<file path="src/rtl/wisc_fetch_ctrl.sv">
// Instruction-fetch controller: owns the PC, the EPC and the I-cache request
// handshake, and produces the IF/ID payload (inst, pc+2, valid).
//
// Ports:
//   i_clk, i_rst              clock, synchronous active-high reset
//   i_stall                   decode hazard stall (hold IF/ID and PC)
//   i_redirect, i_redirect_pc taken branch/jump and its target
//   i_exception               SIIC decoded (fetch from EXC_VECTOR, save EPC)
//   i_exception_return        RTI decoded (fetch from EPC)
//   i_halt                    HALT decoded (stop fetching until reset)
//   i_imem_data, i_imem_done  instruction word / access complete
//   o_imem_rd, o_imem_addr    fetch request and address (combinational)
//   o_inst, o_pc_plus2_out    IF/ID instruction and its PC+2
//   o_inst_valid              IF/ID holds a real fetched instruction
//   o_fetch_stall             fetch waiting on a miss (combinational)
//   o_epc                     saved exception return address
//   o_halted                  fetch permanently stopped
module wisc_fetch_ctrl #(
  parameter logic [15:0] RESET_PC   = 16'h0000,
  parameter logic [15:0] EXC_VECTOR = 16'h0002,
  parameter logic [15:0] NOP_INST   = 16'h0800
) (
  input  logic        i_clk,
  input  logic        i_rst,
  input  logic        i_stall,
  input  logic        i_redirect,
  input  logic [15:0] i_redirect_pc,
  input  logic        i_exception,
  input  logic        i_exception_return,
  input  logic        i_halt,
  input  logic [15:0] i_imem_data,
  input  logic        i_imem_done,
  output logic        o_imem_rd,
  output logic [15:0] o_imem_addr,
  output logic [15:0] o_inst,
  output logic [15:0] o_pc_plus2_out,
  output logic        o_inst_valid,
  output logic        o_fetch_stall,
  output logic [15:0] o_epc,
  output logic        o_halted
);

  localparam int unsigned W = 16;
  localparam logic [W-1:0] PC_STEP = W'(2);

  typedef enum logic [1:0] {
    ST_FETCH = 2'd0,
    ST_WAIT  = 2'd1,
    ST_HOLD  = 2'd2,
    ST_HALT  = 2'd3
  } state_t;

  state_t         r_state, w_state_nxt;
  logic [W-1:0]   r_pc, w_pc_nxt;
  logic [W-1:0]   r_inst, w_inst_nxt;
  logic [W-1:0]   r_pc_plus2, w_pc_plus2_nxt;
  logic           r_inst_valid, w_inst_valid_nxt;
  logic [W-1:0]   r_epc, w_epc_nxt;
  logic [W-1:0]   r_hold_word, w_hold_word_nxt;
  logic [W-1:0]   r_wait_addr, w_wait_addr_nxt;
  logic           r_drop, w_drop_nxt;
  logic           r_halt_pend, w_halt_pend_nxt;
  logic           r_halted, w_halted_nxt;

  logic           w_redir;
  logic [W-1:0]   w_target_raw;
  logic [W-1:0]   w_target;
  logic           w_req_fetch;

  // Redirect source priority: exception > RTI > branch/jump; targets are halfword aligned.
  assign w_redir      = i_exception | i_exception_return | i_redirect;
  assign w_target_raw = i_exception        ? EXC_VECTOR :
                        i_exception_return ? r_epc      : i_redirect_pc;
  assign w_target     = {w_target_raw[W-1:1], 1'b0};

  // A wrong-path or halted fetch is not requested from FETCH.
  assign w_req_fetch  = ~i_stall & ~i_halt & ~w_redir;

  // Next-state, datapath next values and combinational cache request.
  always_comb begin
    w_state_nxt      = r_state;
    w_pc_nxt         = r_pc;
    w_inst_nxt       = r_inst;
    w_pc_plus2_nxt   = r_pc_plus2;
    w_inst_valid_nxt = r_inst_valid;
    w_epc_nxt        = r_epc;
    w_hold_word_nxt  = r_hold_word;
    w_wait_addr_nxt  = r_wait_addr;
    w_drop_nxt       = r_drop;
    w_halt_pend_nxt  = r_halt_pend;
    w_halted_nxt     = r_halted;
    o_imem_rd        = 1'b0;
    o_imem_addr      = r_pc;
    o_fetch_stall    = 1'b0;

    case (r_state)
      ST_FETCH: begin
        o_imem_rd     = w_req_fetch;
        o_fetch_stall = w_req_fetch & ~i_imem_done;
        if (i_halt) begin
          w_state_nxt      = ST_HALT;
          w_halted_nxt     = 1'b1;
          w_inst_nxt       = NOP_INST;
          w_inst_valid_nxt = 1'b0;
        end else if (w_redir) begin
          w_pc_nxt         = w_target;
          w_inst_nxt       = NOP_INST;
          w_inst_valid_nxt = 1'b0;
          if (i_exception) w_epc_nxt = r_pc_plus2;
        end else if (!i_stall) begin
          if (i_imem_done) begin
            w_inst_nxt       = i_imem_data;
            w_pc_plus2_nxt   = r_pc + PC_STEP;
            w_inst_valid_nxt = 1'b1;
            w_pc_nxt         = r_pc + PC_STEP;
          end else begin
            // Miss: IF/ID takes a bubble while the access is outstanding.
            w_inst_valid_nxt = 1'b0;
            w_wait_addr_nxt  = r_pc;
            w_state_nxt      = ST_WAIT;
          end
        end
      end

      ST_WAIT: begin
        // The outstanding access must run to completion at its original address.
        o_imem_rd     = 1'b1;
        o_imem_addr   = r_wait_addr;
        o_fetch_stall = 1'b1;
        if (i_halt || r_halt_pend) begin
          w_inst_nxt       = NOP_INST;
          w_inst_valid_nxt = 1'b0;
          if (i_imem_done) begin
            w_state_nxt     = ST_HALT;
            w_halted_nxt    = 1'b1;
            w_halt_pend_nxt = 1'b0;
            w_drop_nxt      = 1'b0;
          end else begin
            w_halt_pend_nxt = 1'b1;
          end
        end else begin
          if (w_redir) begin
            w_pc_nxt         = w_target;
            w_inst_nxt       = NOP_INST;
            w_inst_valid_nxt = 1'b0;
            if (i_exception) w_epc_nxt = r_pc_plus2;
          end
          if (i_imem_done) begin
            if (w_redir || r_drop) begin
              // Wrong-path word: throw it away and restart at the new PC.
              w_drop_nxt  = 1'b0;
              w_state_nxt = ST_FETCH;
            end else if (!i_stall) begin
              w_inst_nxt       = i_imem_data;
              w_pc_plus2_nxt   = r_wait_addr + PC_STEP;
              w_inst_valid_nxt = 1'b1;
              w_pc_nxt         = r_wait_addr + PC_STEP;
              w_state_nxt      = ST_FETCH;
            end else begin
              w_hold_word_nxt = i_imem_data;
              w_state_nxt     = ST_HOLD;
            end
          end else if (w_redir) begin
            w_drop_nxt = 1'b1;
          end else if (!i_stall) begin
            w_inst_valid_nxt = 1'b0;
          end
        end
      end

      ST_HOLD: begin
        if (i_halt) begin
          w_state_nxt      = ST_HALT;
          w_halted_nxt     = 1'b1;
          w_inst_nxt       = NOP_INST;
          w_inst_valid_nxt = 1'b0;
        end else if (w_redir) begin
          w_pc_nxt         = w_target;
          w_inst_nxt       = NOP_INST;
          w_inst_valid_nxt = 1'b0;
          w_state_nxt      = ST_FETCH;
          if (i_exception) w_epc_nxt = r_pc_plus2;
        end else if (!i_stall) begin
          w_inst_nxt       = r_hold_word;
          w_pc_plus2_nxt   = r_pc + PC_STEP;
          w_inst_valid_nxt = 1'b1;
          w_pc_nxt         = r_pc + PC_STEP;
          w_state_nxt      = ST_FETCH;
        end
      end

      ST_HALT: begin
        // Only reset leaves HALT.
      end
    endcase
  end

  // State and datapath registers.
  always_ff @(posedge i_clk) begin
    if (i_rst) begin
      r_state      <= ST_FETCH;
      r_pc         <= RESET_PC;
      r_inst       <= NOP_INST;
      r_pc_plus2   <= '0;
      r_inst_valid <= 1'b0;
      r_epc        <= '0;
      r_hold_word  <= '0;
      r_wait_addr  <= '0;
      r_drop       <= 1'b0;
      r_halt_pend  <= 1'b0;
      r_halted     <= 1'b0;
    end else begin
      r_state      <= w_state_nxt;
      r_pc         <= w_pc_nxt;
      r_inst       <= w_inst_nxt;
      r_pc_plus2   <= w_pc_plus2_nxt;
      r_inst_valid <= w_inst_valid_nxt;
      r_epc        <= w_epc_nxt;
      r_hold_word  <= w_hold_word_nxt;
      r_wait_addr  <= w_wait_addr_nxt;
      r_drop       <= w_drop_nxt;
      r_halt_pend  <= w_halt_pend_nxt;
      r_halted     <= w_halted_nxt;
    end
  end

  assign o_inst         = r_inst;
  assign o_pc_plus2_out = r_pc_plus2;
  assign o_inst_valid   = r_inst_valid;
  assign o_epc          = r_epc;
  assign o_halted       = r_halted;

endmodule

</file>
<file path="config.mk">
export PLATFORM = sky130hd
export DESIGN_NAME = wisc_fetch_ctrl
export DESIGN_NICKNAME = d
export VERILOG_FILES = /design/src/rtl/wisc_fetch_ctrl.sv
export SDC_FILE = /design/constraint.sdc
export NUM_CORES = 1
export LEC_CHECK = 0
export CORE_MARGIN = 4
export CORE_UTILIZATION = 50
export DETAILED_ROUTE_END_ITERATION = 6
export PLACE_DENSITY = 0.76
export SETUP_SLACK_MARGIN = 0.15
export SLEW_MARGIN = 20
export SYNTH_ARGS = -nofsm -noshare
export SYNTH_HDL_FRONTEND = slang
export SYNTH_SLANG_ARGS = --single-unit
</file>
<file path="constraint.sdc">
create_clock -name i_clk -period 5.8 [get_ports i_clk]
set_clock_uncertainty 0.15 [all_clocks]
set_input_delay 0.87 -clock i_clk [delete_from_list [all_inputs] [get_ports i_clk]]
set_output_delay 0.87 -clock i_clk [all_outputs]
set_load 0.005 [all_outputs]
</file>
**Run 1: placement by cell class**

Drawn at 4 px/µm.
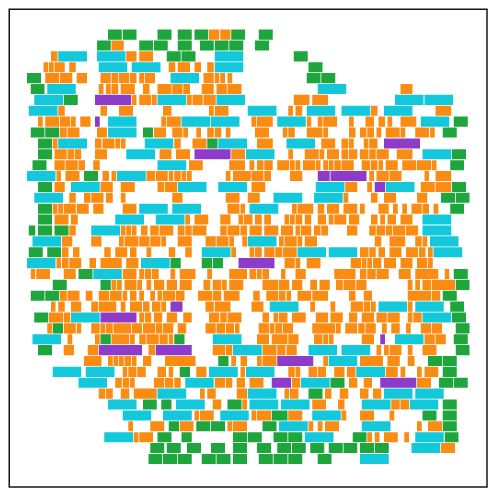
green -> other buffers and delay cells  # cells 121
orange -> all other logic  # cells 583
purple -> clock drivers and dummy loads  # cells 16
cyan -> flip-flops  # cells 102

**Run 1: the metal 3 layer**

Drawn at 3 px/µm.
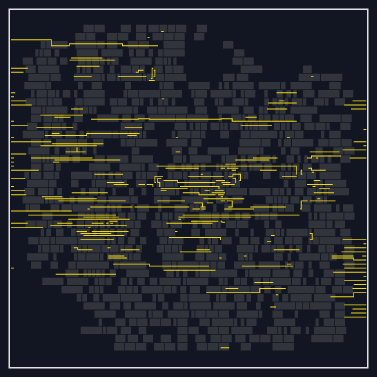
wire length on this layer = 1,520 µm
share of all routed wire = 8.0%
routed wire length: 18,900 µm
M3 GR Usage: 5.22%
via count: 6,227

**Run 1: cells by drive strength**

Drawn at 2 px/µm.
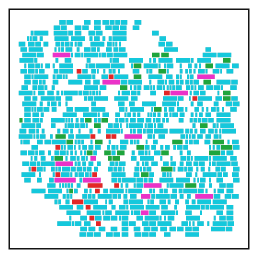
green -> drive 2  # cells 36
cyan -> drive 1 or less  # cells 755
red -> drive 3 to 4  # cells 18
magenta -> drive 6 and up  # cells 13

==> notes.md, run 1 <==
After synthesis, the largest family of logic cells by area is AND-OR/OR-AND gates. The wire length on met1 was 7210 µm; the inverter count of the layout excluding clock inverters was 17. The clock latency reported for the late side of the worst-skew pair is 0.35 ns.

Combinational logic is responsible for 44.3% of the overall power. Once placement completed, the tool counted placed cells totaling 973. The area taken by flip-flops and latches was 2040 µm²; the share of async-settable or async-resettable flops after synthesis was 0%. The run gives 0.000623 W for the power in the clock group. The non-clock buffer area fraction after layout works out to 15.5%. The flow ran to the end, and the final reports show no timing, DRC or antenna violations. Per the hold report, the tightest min-delay path originates at o_inst[12]$_SDFFE_PP0P_.

The final timing summary puts the cycle share of the worst path at 73.3%. The setup slack of the most critical reg-to-reg path came out at 2.51 ns. The number of max-slew violations in the final report is 0, and the full die area is 14,200 µm². The group with the largest share of power is combinational cells. The run gives 106 for the number of port buffers.

The cell count of the worst hold path is 2, and the total number of yosys warnings is 0. After Yosys synthesis, AND-OR and OR-AND compound gates account for 23.5% of the synthesized area. The initial detailed-routing violation count is 619, and the combinational share of cell area is 49.9%. With the clock-cell share of area at 3.99%, the total routing usage reported by global routing is 26.5%. The cell at the root of the clock tree is sky130_fd_sc_hd__clkbuf_16.

Of the total power, the clock network draws 22.0%. The number of setup buffers added after CTS was 0. Per the slew report, the remaining headroom to the max-slew limit stands at 31.1%. For reference, simple AND, OR, NAND and NOR cells occupy 20.2% of the area reported after synthesis. The first global-routing pass estimated 30,900 µm of wire. After synthesis, the share of cell area in mux cells is 12.6%. The number of buffers and inverters on the critical path is 4. Endpoint of the worst-slack reg-to-reg timing path: r_pc[13]$_SDFFE_PP0P_. With the number of global-route vias before repair at 6,172, the switching part of the total power is 39.1%. In the power breakdown, the internal column shows 0.00172 W. The clock-pin slew of the registers on the worst-case setup and hold paths works out to 0.07 ns. Startpoint type of the worst setup path: an input port.

The run gives 119 µm for the horizontal extent of the die. The highest metal layer carrying signal wires in the routed design is met4. By area the synthesized netlist is led by sky130_fd_sc_hd__dfxtp_1 33%, sky130_fd_sc_hd__mux2i_1 9.1%, sky130_fd_sc_hd__nor2_1 6.5%. Setup repair after global routing left no endpoint under its margin. Per report_power, the Combinational row totals 0.00125 W. Average via count per standard cell: 6.29. The top cell type by area accounts for 33.1% of the synthesized area. The routed design uses 1520 µm of met3 wire. In this run the deepest clock path goes through 2 buffers. The report puts the hold buffer count at CTS at 0. The tools report the final cell area excluding filler cells as 7560 µm². The most area-hungry cell type in the Yosys netlist was sky130_fd_sc_hd__dfxtp_1. The run gives 0 as the remaining global-route overflow. The plain and repair buffers instantiated in the layout total 121.

Per the synthesis report, the XOR/XNOR share of the synthesized area is 3.55%. Worst setup slack after layout: 1.55 ns. In this run, synthesis inferred 0 flip-flops with an integrated enable.

The start of the worst register-to-register path was r_state[1]$_SDFFE_PP0P_. The number of well taps is 168, and the leakage dissipation is 2.91 nW. The logs give 0.944 for the last weighted congestion value of the routability-driven placer and 108 for the top-level port count. Global route summary, busiest routing layer listed as met2.

For this design, the sink count on the clock tree is 102. STA reports the tightest min-delay check as being of type flop to flop. The number of clock buffers added by TritonCTS is 9. Per the layout area report, the sequential fraction of cell area is 27.0%. Summed over all failing endpoints, the final setup total negative slack is 0 ns.
## run 1: how the worst max path moves through the flow
stage / endpoint / slack (ns) / startpoint / cells past startpoint
2_1_floorplan: o_fetch_stall / 2.62 / i_imem_done / 5
3_3_place_gp: o_fetch_stall / 1.54 / i_redirect / 7
3_5_place_dp: o_fetch_stall / 1.55 / i_redirect / 7
4_1_cts: o_fetch_stall / 1.55 / i_redirect / 7
5_1_grt: o_fetch_stall / 1.44 / i_exception_return / 7
6_report: o_fetch_stall / 1.55 / i_exception_return / 7
## run 1: synth_stat cells, types with 6 or more instances
cell / number
sky130_fd_sc_hd__clkbuf_1: 37
sky130_fd_sc_hd__o22ai_1: 6
sky130_fd_sc_hd__buf_2: 17
sky130_fd_sc_hd__nor4_1: 9
sky130_fd_sc_hd__mux2_2: 19
sky130_fd_sc_hd__mux2i_1: 56
sky130_fd_sc_hd__nor2_1: 106
sky130_fd_sc_hd__a22oi_1: 7
sky130_fd_sc_hd__a2bb2oi_1: 7
sky130_fd_sc_hd__dfxtp_1: 102
sky130_fd_sc_hd__nand3_1: 16
sky130_fd_sc_hd__nor3_1: 17
sky130_fd_sc_hd__o31ai_1: 13
sky130_fd_sc_hd__nand2b_1: 18
sky130_fd_sc_hd__nand2_1: 43
sky130_fd_sc_hd__nand4_1: 6
sky130_fd_sc_hd__o211ai_1: 14
sky130_fd_sc_hd__o21ai_0: 29
sky130_fd_sc_hd__a221oi_1: 8
sky130_fd_sc_hd__xor2_1: 15
sky130_fd_sc_hd__inv_1: 17
sky130_fd_sc_hd__xnor2_1: 10
sky130_fd_sc_hd__ha_1: 6
sky130_fd_sc_hd__a21oi_1: 54
sky130_fd_sc_hd__nand3b_1: 7
sky130_fd_sc_hd__nor2b_1: 7
sky130_fd_sc_hd__a22o_1: 7
sky130_fd_sc_hd__a211oi_1: 18
## Run 2: what changed since run 1
--- a/config.mk
+++ b/config.mk
@@ -6,9 +6,9 @@
 export NUM_CORES = 1
 export LEC_CHECK = 0
 export CORE_MARGIN = 4
-export CORE_UTILIZATION = 50
+export CORE_UTILIZATION = 48
 export DETAILED_ROUTE_END_ITERATION = 6
-export PLACE_DENSITY = 0.76
+export PLACE_DENSITY = 0.77
 export SETUP_SLACK_MARGIN = 0.15
 export SLEW_MARGIN = 20
 export SYNTH_ARGS = -nofsm -noshare
==> constraint.sdc (replaced) <==
create_clock -name i_clk -period 3.6 [get_ports i_clk]
set_clock_uncertainty 0.15 [all_clocks]
set_input_delay 0.54 -clock i_clk [delete_from_list [all_inputs] [get_ports i_clk]]
set_output_delay 0.54 -clock i_clk [all_outputs]
set_load 0.005 [all_outputs]
**Run 2: the clock network**

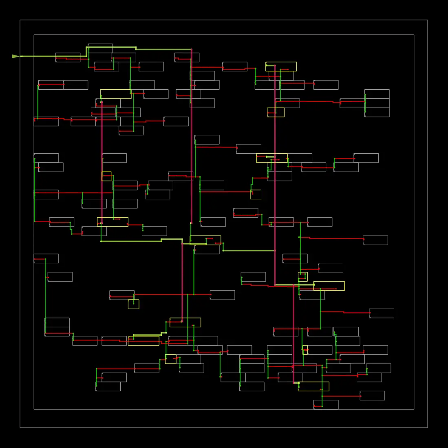
Sinks on Clock Net: 102
TritonCTS Buffers: 9
Seq cells: 102
Clock Latency Late Sink: 0.37 ns
clock group total power: 0.000960 W

==> notes.md, run 2 <==
The cell with the biggest individual delay on the critical path is sky130_fd_sc_hd__clkdlybuf4s50_1. The average via count per standard cell came out at 6.16. Summing all non-filler instances in the final layout gives an area of 7640 µm².

The run gives 7360 µm² as the standard cell area after detailed placement. Ranking logic cells in the layout by count gives the top entries 106 x sky130_fd_sc_hd__nor2_1, 105 x sky130_fd_sc_hd__clkdlybuf4s50_1, 102 x sky130_fd_sc_hd__dfxtp_1. The most used routing layer is met2. The number of nets handed over by synthesis was 796.

The highest layer touched by signal routing is met4. The worst slew margin relative to its limit is 26.2%. The analysis attributes to cell leakage a power of 2.96 nW. Of all flip-flops after synthesis, the portion carrying an async set or reset was 0%. Setup slack of the most critical reg-to-reg path: 0.71 ns.

For reference, the clock transition at the flip-flops on the worst setup and hold paths is 0.07 ns. Last weighted congestion value of the routability-driven placer: 0.899. The flow ran to the end, and the final reports show no timing, DRC or antenna violations. The number of global-route vias before repair was 6,149. The capturing instance or port of the critical path is o_imem_rd. The synthesized design contains 0 enable-type register cells. The worst hold path was traced through 2 stages. Wire segments on met3 add up to 1190 µm in the final route. Setup repair after global routing left no endpoint under its margin. The report lists the number of cells resized after CTS as 0.

met2 track demand over resource after global routing is 46.7%. After clock tree synthesis, the setup repair step added 0 buffers. The post-cts hold buffer count is 0. The most area-hungry cell type in the Yosys netlist is sky130_fd_sc_hd__dfxtp_1. The detailed router finished its first iteration with 553 violations.

Checking hold timing, the worst path is listed with class flop to flop. The flow reports that combinational logic draws 45.1% of the design power. In this run switching power makes up 39.9% of total power. The tools report the top-level port count as 108. The synthesis report lists the Yosys warning total as 0. The run gives 0 for the number of violations of the max-capacitance limit. For the largest net degree at the start of global routing, the log shows 54.

Looking at the setup timing report, the critical path kind is input port to primary output. The tools report the met2 wirelength from detailed routing as 9810 µm. The tools report the first element of the critical path as i_redirect.

The post-synthesis area per instance was 8.22 µm². TritonCTS built the clock tree. The tools report the internal portion of total power as 0.00274 W. In this run the horizontal extent of the chip is 121 µm. 0 antenna diodes ended up in the layout. The met1 global-route usage came out at 32.1%. In the final report, the number of hold violations comes to 0.

By instance count, the leading cell after synthesis is sky130_fd_sc_hd__nor2_1. The net switching power in the latest report is 0.00182 W. Per the Yosys statistics, synthesis produced 750 cells. By area the synthesized netlist is led by sky130_fd_sc_hd__dfxtp_1 33%, sky130_fd_sc_hd__mux2i_1 9.1%, sky130_fd_sc_hd__nor2_1 6.5%.

Input and output buffers added on the ports amount to 106. The run gives 12,600 µm² for the placeable core area. For the synthesized instance count, the log shows 750.

The run gives 21.1% for the portion of total power attributed to the clock network. Yosys reports that the most numerous cell types are 106 x sky130_fd_sc_hd__nor2_1, 102 x sky130_fd_sc_hd__dfxtp_1, 56 x sky130_fd_sc_hd__mux2i_1. With the worst-margin pin slew at 1.10 ns, the number of max-slew violations in the final report is 0.

For the sum of net half-perimeters after detailed placement, the log shows 13,900 µm. After floorplanning, the die was sized to cover 14,700 µm². The endpoint identified for the worst register-to-register timing path is o_inst[10]$_SDFFE_PP0P_. The run gives 7900 µm as the wire length on met1. The startpoint type of the worst setup path is an input port. Adding up every negative setup slack in the final design gives 0 ns.

After global routing the overflow that remains totals 0. The clock passes through at most 2 buffers. Global routing consumed, on the met3 layer, 3.54% of the routing resources. The first global-routing pass estimated 31,400 µm of wire.

The tree is rooted in a sky130_fd_sc_hd__clkbuf_16. The most common cell after layout, fill and taps aside was sky130_fd_sc_hd__nor2_1. The beginning of the worst hold path was o_inst[0]$_SDFFE_PP0P_. The final critical path time including I/O delays and setup came out at 3.28 ns. The number of cells on the worst reg-to-reg path is 7. The share of the clock period used by the worst path was 91.2%. The start of the worst register-to-register path is r_state[0]$_SDFFE_PP0P_.

The highest net fanout along the worst path is 24, and the required time at the worst-slack endpoint is 2.91 ns. Area share of the largest cell type after synthesis: 33.1%.
**Run 2: wiring heat map**

Drawn at 3 px/µm. The die is cut into 24 by 24 equal tiles; dark purple is low, yellow is high, scaled to the fullest tile. Values are wire area over tile area, all layers added.
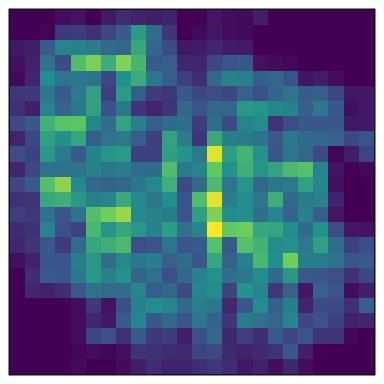
fullest tile = 0.78
mean over tiles = 0.22
densest ninth of the die = center
via count: 6,206
aggregate global-route resource usage: 26.7%
routed wire length: 19,600 µm
routed length per placed instance: 19.4 µm

[run 2: cell type report]
| class | instances | area [µm²] |
|---|---|---|
| Inverter | 17 | 63.8 |
| Tap cell | 172 | 215 |
| Multi-Input combinational cell | 566 | 3770 |
| Clock inverter | 5 | 41.3 |
| Timing Repair Buffer | 134 | 1270 |
| Fill cell | 1163 | 4980 |
| Sequential cell | 102 | 2040 |
| Clock buffer | 11 | 243 |
[run 2: kinds of logic (layout without fill, tap and decap cells)]
group	count (synthesis)	in the layout	share of synthesized area, %
simple gates	254	254	20.2
compound gates	206	206	23.5
flops	102	102	33.1
buf+inv	82	167	5.85
mux	75	75	12.6
xor+xnor	25	25	3.55
fa+ha+maj	6	6	1.22
[run 2: worst max-delay path, delay by kind of cell]
kind | cells | cell delay [ns]
AND-OR/OR-AND | 1 | 0.32
buffers and inverters | 3 | 1.24
AND/OR/NAND/NOR | 1 | 0.50
[run 2: power groups by stage]
stage | logic, W | registers, W | clock network, W
after global routing | 0.00224 | 0.00156 | 0.00101
after CTS | 0.00204 | 0.00153 | 0.000968
after floorplan | 0.00133 | 0.00147 | 0
final | 0.00206 | 0.00154 | 0.000960
after detailed placement | 0.00202 | 0.00155 | 0
after global placement | 0.00197 | 0.00155 | 0
[run 2: metrics by stage]
| stage | setup slack (ns) | util (%) | hold WS (ns) | total power (W) | instances |
|---|---|---|---|---|---|
| floorplan | 0.978 | - | 0.302 | 0.00280 | 750 |
| global placement | 0.336 | 58.3 | 0.311 | 0.00352 | 991 |
| detailed placement | 0.274 | 58.3 | 0.323 | 0.00358 | 991 |
| CTS | 0.304 | 60.5 | 0.334 | 0.00454 | 1007 |
| global route | 0.220 | 60.5 | 0.362 | 0.00481 | 1007 |
| finish | 0.316 | 60.5 | 0.334 | 0.00455 | 1007 |
## Run 3: what changed since run 2
--- a/config.mk
+++ b/config.mk
@@ -5,6 +5,7 @@
 export SDC_FILE = /design/constraint.sdc
 export NUM_CORES = 1
 export LEC_CHECK = 0
+export ABC_CLOCK_PERIOD_IN_PS = 3600
 export CORE_MARGIN = 4
 export CORE_UTILIZATION = 48
 export DETAILED_ROUTE_END_ITERATION = 6
@@ -14,3 +15,4 @@
 export SYNTH_ARGS = -nofsm -noshare
 export SYNTH_HDL_FRONTEND = slang
 export SYNTH_SLANG_ARGS = --single-unit
+export TNS_END_PERCENT = 50
**Run 3: wiring heat map**

Drawn at 3 px/µm. The die is cut into 24 by 24 equal tiles; dark purple is low, yellow is high, scaled to the fullest tile. Values are wire area over tile area, all layers added.
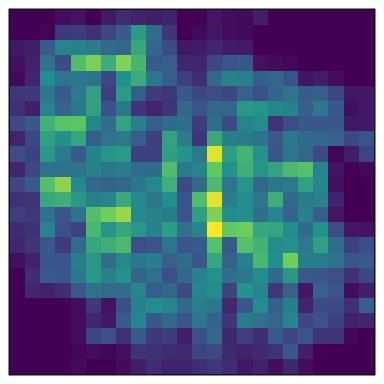

==> notes.md, run 3 <==
The run gives 1.10 ns for the worst-margin pin slew. The power in the clock group came out at 0.000960 W. Per the GRT log, the top usage layer is met2.

The worst hold margin was 0.334 ns; the aggregate negative setup slack was 0 ns. The run gives 0.37 ns for the clock latency reported for the late side of the worst-skew pair. In the synthesized netlist, the cells that appear most often are 106 x sky130_fd_sc_hd__nor2_1, 102 x sky130_fd_sc_hd__dfxtp_1, 56 x sky130_fd_sc_hd__mux2i_1.

For the number of setup buffers added after CTS, the log shows 0. The sequential cell power is 0.00154 W. By startpoint and endpoint, the worst setup path is classified as input port to primary output. Once the clock tree was built, the resizer swapped 0 gates to a different size.

The area share of the largest cell type after synthesis is 33.1%. The full die area came out at 14,700 µm². The worst-case max-slew headroom was logged as 26.2%.

Across every metal layer, demand over resource in global routing totals 26.7%. The final critical path takes up 91.2% of the cycle. The flow ran to the end, and the final reports show no timing, DRC or antenna violations.

The filler cells instantiated in the layout total 1,163. According to the I/O placement log, the pin count is 108. In the power breakdown, the internal column shows 0.00274 W.

met2 track demand over resource after global routing is 46.7%. The path category of the worst min-delay check is flop to flop. After detailed routing, the met2 layer carries 9810 µm of wire. Average via count per standard cell: 6.16. After synthesis, the share of flip-flops with an asynchronous set or reset is 0%. Switching part of the total power: 39.9%. In the synthesized netlist, the number of instances is 750.

For the number of global-route vias before repair, the log shows 6,149. In the per-layer breakdown of the detailed-route log, met1 shows 7900 µm. The run gives 12,600 µm² for the placeable core area. TritonCTS built the clock tree.

Per the detailed-route log, wirelength across all metal layers totals 19,600 µm. The detailed router placed 6,206 vias in this run. The main area contributors are sky130_fd_sc_hd__dfxtp_1 33%, sky130_fd_sc_hd__mux2i_1 9.1%, sky130_fd_sc_hd__nor2_1 6.5%.

The run gives 0 for the total number of yosys warnings. The highest routed metal layer is met4. Max fanout on the critical path was recorded as 24. The number of standard cells in the layout, taps in and fillers out was 1,007; the number of max-slew violations in the final report was 0. The total inserted antenna cells is 0. Counting I/O delays and the setup requirement, the final critical path takes 3.28 ns.

The most popular library cell in the synthesized design by count was sky130_fd_sc_hd__nor2_1. Global routing used 32.1% of the available met1 tracks. CTS reports a maximum clock tree buffer depth of 2. The finished layout reports a core utilization of 60.5%.

The combinational group share of total power is 45.1%, and the net switching component of the power is 0.00182 W. The combinational group power was 0.00206 W; the placed cell count was 991. The congestion estimate from routability-driven global placement came to 0.899. Looking at the group totals, the largest power group turns out to be combinational cells.

The run gives 21.1% as the portion of total power attributed to the clock network. Per the post-CTS timing run, clock transition at the registers of the reported paths is 0.07 ns.
**Run 3: the metal 3 layer**

Drawn at 3 px/µm.
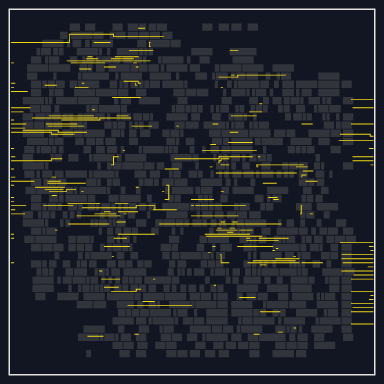
M3 GR Usage: 3.54%

run 3: cell counts after synthesis:
No cell type changed its count.
run 3: path summary, 6_finish.rpt:
path	slack, ns	from	endpoint
max	0.32	i_redirect	o_imem_rd
min reg2reg	0.33	o_inst[0]$_SDFFE_PP0P_	o_inst[0]$_SDFFE_PP0P_
min	0.33	o_inst[0]$_SDFFE_PP0P_	o_inst[0]$_SDFFE_PP0P_
max reg2reg	0.71	r_state[0]$_SDFFE_PP0P_	o_inst[10]$_SDFFE_PP0P_
run 3: worst max-delay path, stage by stage:
cell                              delay, ns
sky130_fd_sc_hd__clkdlybuf4s50_1       0.43
sky130_fd_sc_hd__buf_4                 0.24
sky130_fd_sc_hd__or3_1                 0.50
sky130_fd_sc_hd__o31ai_1               0.32
sky130_fd_sc_hd__clkdlybuf4s50_1       0.57
run 3: final cells by class:
type | instances | area, µm² | area share [%]
Clock inverter | 5 | 41.3 | 0.540
Timing Repair Buffer | 134 | 1270 | 16.6
Tap cell | 172 | 215 | 2.82
Multi-Input combinational cell | 566 | 3770 | 49.3
Clock buffer | 11 | 243 | 3.18
Inverter | 17 | 63.8 | 0.835
Sequential cell | 102 | 2040 | 26.7
run 3: logic make-up after synthesis:
group / Yosys count / share of synthesized area (%)
fa+ha+maj: 6 / 1.22
flops: 102 / 33.1
compound gates: 206 / 23.5
mux: 75 / 12.6
simple gates: 254 / 20.2
buf+inv: 82 / 5.85
xor+xnor: 25 / 3.55
run 3: per-stage QoR:
step / cell area (µm²) / setup slack, ns / total power [W]
finish: 7640 / 0.316 / 0.00455
global route: 7640 / 0.220 / 0.00481
CTS: 7640 / 0.304 / 0.00454
detailed placement: 7360 / 0.274 / 0.00358
global placement: 7360 / 0.336 / 0.00352
floorplan: 6160 / 0.978 / 0.00280
Power is estimated from default activity; no workload was simulated.
